$ cat src/rtl/branch_stack.sv
// Checkpoint stack for the rename path: snapshots the free list per in-flight branch
// and restores it one cycle after a mispredict, squashing all younger checkpoints.
module branch_stack #(
  parameter int DEPTH         = 4,
  parameter int PHYS_REG_SZ   = 64,
  parameter int N             = 3,
  parameter int PHYS_IDX_BITS = 6,
  parameter int CNT_BITS      = 2
) (
  input  logic                               clock,
  input  logic                               reset,
  input  logic                               push_valid,
  input  logic [PHYS_REG_SZ-1:0]             push_free_list,
  output logic [DEPTH-1:0]                   alloc_tag,
  output logic                               full,
  output logic [DEPTH-1:0]                   branch_mask,
  input  logic                               resolve_valid,
  input  logic [DEPTH-1:0]                   resolve_tag,
  input  logic                               resolve_mispredict,
  input  logic [N-1:0][PHYS_IDX_BITS-1:0]    phys_reg_retiring,
  input  logic [CNT_BITS-1:0]                num_retiring_valid,
  output logic [PHYS_REG_SZ-1:0]             free_list_restore,
  output logic                               restore_flag
);

  function automatic logic is_onehot(input logic [DEPTH-1:0] v);
    return (v != {DEPTH{1'b0}}) && ((v & (v - DEPTH'(1))) == {DEPTH{1'b0}});
  endfunction

  logic [DEPTH-1:0]       valid_q, valid_d;
  logic [PHYS_REG_SZ-1:0] snap_q [DEPTH];
  logic [PHYS_REG_SZ-1:0] snap_d [DEPTH];
  logic [DEPTH-1:0]       dep_q  [DEPTH];
  logic [DEPTH-1:0]       dep_d  [DEPTH];
  logic                   restore_flag_q, restore_flag_d;
  logic [PHYS_REG_SZ-1:0] free_list_restore_q, free_list_restore_d;

  logic [PHYS_REG_SZ-1:0] retire_bits_s;
  logic [PHYS_REG_SZ-1:0] sel_snap_s;
  logic [DEPTH-1:0]       alloc_s;
  logic [DEPTH-1:0]       correct_clr_s;
  logic                   found_s, hit_s, correct_s, mispredict_s, push_ok_s;

  // Registers freed by retirement this cycle, one-hot per valid lane.
  always_comb begin
    retire_bits_s = {PHYS_REG_SZ{1'b0}};
    for (int i = 0; i < N; i++) begin
      if (32'(num_retiring_valid) > i) begin
        retire_bits_s[phys_reg_retiring[i]] = 1'b1;
      end else begin
        retire_bits_s = retire_bits_s;
      end
    end
  end

  // Lowest free slot, resolve qualification and the snapshot selected by the resolve tag.
  always_comb begin
    alloc_s    = {DEPTH{1'b0}};
    found_s    = 1'b0;
    sel_snap_s = {PHYS_REG_SZ{1'b0}};
    for (int i = 0; i < DEPTH; i++) begin
      if (!valid_q[i] && !found_s) begin
        alloc_s[i] = 1'b1;
        found_s    = 1'b1;
      end else begin
        found_s = found_s;
      end
      if (resolve_tag[i]) begin
        sel_snap_s = sel_snap_s | snap_q[i];
      end else begin
        sel_snap_s = sel_snap_s;
      end
    end
    hit_s         = resolve_valid && is_onehot(resolve_tag) && ((resolve_tag & valid_q) != {DEPTH{1'b0}});
    correct_s     = hit_s && !resolve_mispredict;
    mispredict_s  = hit_s && resolve_mispredict;
    correct_clr_s = correct_s ? resolve_tag : {DEPTH{1'b0}};
    push_ok_s     = push_valid && !(&valid_q) && !mispredict_s;
  end

  // Next-state of every checkpoint slot and of the restore outputs.
  always_comb begin
    valid_d             = valid_q;
    restore_flag_d      = mispredict_s;
    free_list_restore_d = mispredict_s ? (sel_snap_s | retire_bits_s) : free_list_restore_q;
    for (int i = 0; i < DEPTH; i++) begin
      snap_d[i] = valid_q[i] ? (snap_q[i] | retire_bits_s) : snap_q[i];
      dep_d[i]  = dep_q[i] & ~correct_clr_s;
      if (correct_clr_s[i]) begin
        valid_d[i] = 1'b0;
      end else if (mispredict_s && (resolve_tag[i] || ((dep_q[i] & resolve_tag) != {DEPTH{1'b0}}))) begin
        valid_d[i] = 1'b0;
      end else if (push_ok_s && alloc_s[i]) begin
        valid_d[i] = 1'b1;
        snap_d[i]  = push_free_list | retire_bits_s;
        dep_d[i]   = valid_q & ~correct_clr_s;
      end else begin
        valid_d[i] = valid_q[i];
      end
    end
  end

  // State registers with asynchronous active-low reset.
  always_ff @(posedge clock or negedge reset) begin
    if (!reset) begin
      valid_q             <= {DEPTH{1'b0}};
      restore_flag_q      <= 1'b0;
      free_list_restore_q <= {PHYS_REG_SZ{1'b0}};
      for (int i = 0; i < DEPTH; i++) begin
        snap_q[i] <= {PHYS_REG_SZ{1'b0}};
        dep_q[i]  <= {DEPTH{1'b0}};
      end
    end else begin
      valid_q             <= valid_d;
      restore_flag_q      <= restore_flag_d;
      free_list_restore_q <= free_list_restore_d;
      for (int i = 0; i < DEPTH; i++) begin
        snap_q[i] <= snap_d[i];
        dep_q[i]  <= dep_d[i];
      end
    end
  end

  assign alloc_tag         = alloc_s;
  assign full              = &valid_q;
  assign branch_mask       = valid_q;
  assign restore_flag      = restore_flag_q;
  assign free_list_restore = free_list_restore_q;

endmodule
$ cat config.mk
export PLATFORM = sky130hd
export DESIGN_NAME = branch_stack
export DESIGN_NICKNAME = d
export VERILOG_FILES = /design/src/rtl/branch_stack.sv
export SDC_FILE = /design/constraint.sdc
export NUM_CORES = 1
export LEC_CHECK = 0
export CORE_UTILIZATION = 53
export CTS_CLUSTER_DIAMETER = 100
export CTS_CLUSTER_SIZE = 16
export DETAILED_ROUTE_END_ITERATION = 7
export PLACE_DENSITY = 0.77
export SYNTH_ARGS = -nofsm -noshare
export SYNTH_HDL_FRONTEND = slang
export SYNTH_SLANG_ARGS = --single-unit
$ cat constraint.sdc
create_clock -name clock -period 2.2 [get_ports clock]
set_input_delay 0.55 -clock clock [delete_from_list [all_inputs] [get_ports clock]]
set_output_delay 0.55 -clock clock [all_outputs]
set_load 0.02 [all_outputs]
Figure 1. Cell outlines without signal wires.
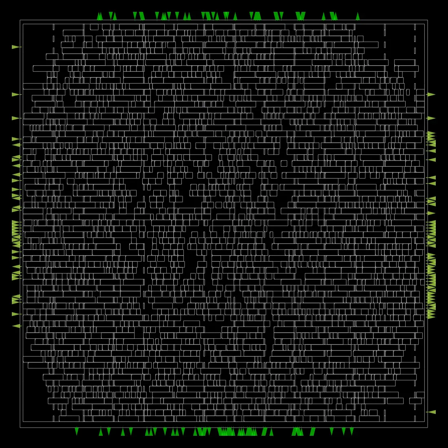
core area: 33500 µm²
Seq area share: 0.353
number of standard cells in the layout, taps in and fillers out: 2874

==> results.rst <==
Flow metrics
------------

.. list-table::
   :header-rows: 1

   * - Metric
     - Value
   * - Status
     - finished, violations left
   * - Violated checks
     - setup timing
   * - Library cell used as clock root buffer
     - sky130_fd_sc_hd__clkbuf_16
   * - Met2 GRT Util
     - 0.594
   * - Power density relative to cell area
     - 1080 nW/µm²
   * - Commonest Layout Cell
     - sky130_fd_sc_hd__dfrtp_1
   * - Leakage
     - 0.00920 µW
   * - Power dissipated in the clock network
     - 4300 µW
   * - First-pass iteration count of the detailed router
     - 7
   * - Count of library flops with an enable pin
     - 0
   * - Sum of met3 wire segment lengths after detailed routing
     - 6.62 mm
   * - Min-Delay Path Class
     - reg2reg
   * - Worst path bufs/invs
     - 3
   * - Pin slew with the least headroom to its limit
     - 0.971 ns
   * - Most heavily used metal layer in global routing
     - met2
   * - Number of tap cells inserted
     - 448
   * - Routability-driven placement congestion ratio
     - 1.06
   * - Number of setup buffers added after CTS
     - 9
   * - Worst setup EP type
     - flip-flop
   * - Final Critical Period
     - 2.22 ns
   * - Final Setup Violations
     - 5
   * - Buffer levels on the longest clock path
     - 3
   * - Log Warnings
     - 31
   * - Crit path DAT
     - 2.62 ns
   * - Chip area from the yosys synthesis statistics
     - 18100 µm²
   * - Synthesized-area fraction occupied by ao, oa, aoi and oai cells
     - 0.234
   * - Part of the Yosys area used for sequential elements
     - 0.466
   * - Fraction of area in clock buffers and inverters
     - 0.0273
   * - Capture endpoint of the worst hold path
     - free_list_restore[22]
   * - Top Layout Cells
     - sky130_fd_sc_hd__dfrtp_1 (333), sky130_fd_sc_hd__nor3_1 (300), sky130_fd_sc_hd__buf_4 (292)
   * - Worst Setup Slack, final
     - -0.0200 ns
   * - Number of cells after detailed placement
     - 2800
Figure 2. Met2 routing.
Drawn at 2 px/µm. Cells faint in the background.
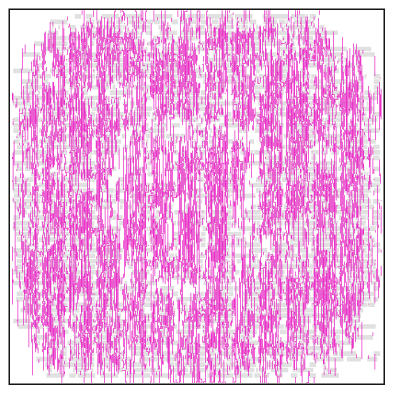
longest straight run = 53.0 µm
wire length on this layer = 31.9 mm
nets with wire on the layer = 2211
main direction = vertical
share of all routed wire = 47%

Power is estimated from default activity; no workload was simulated.
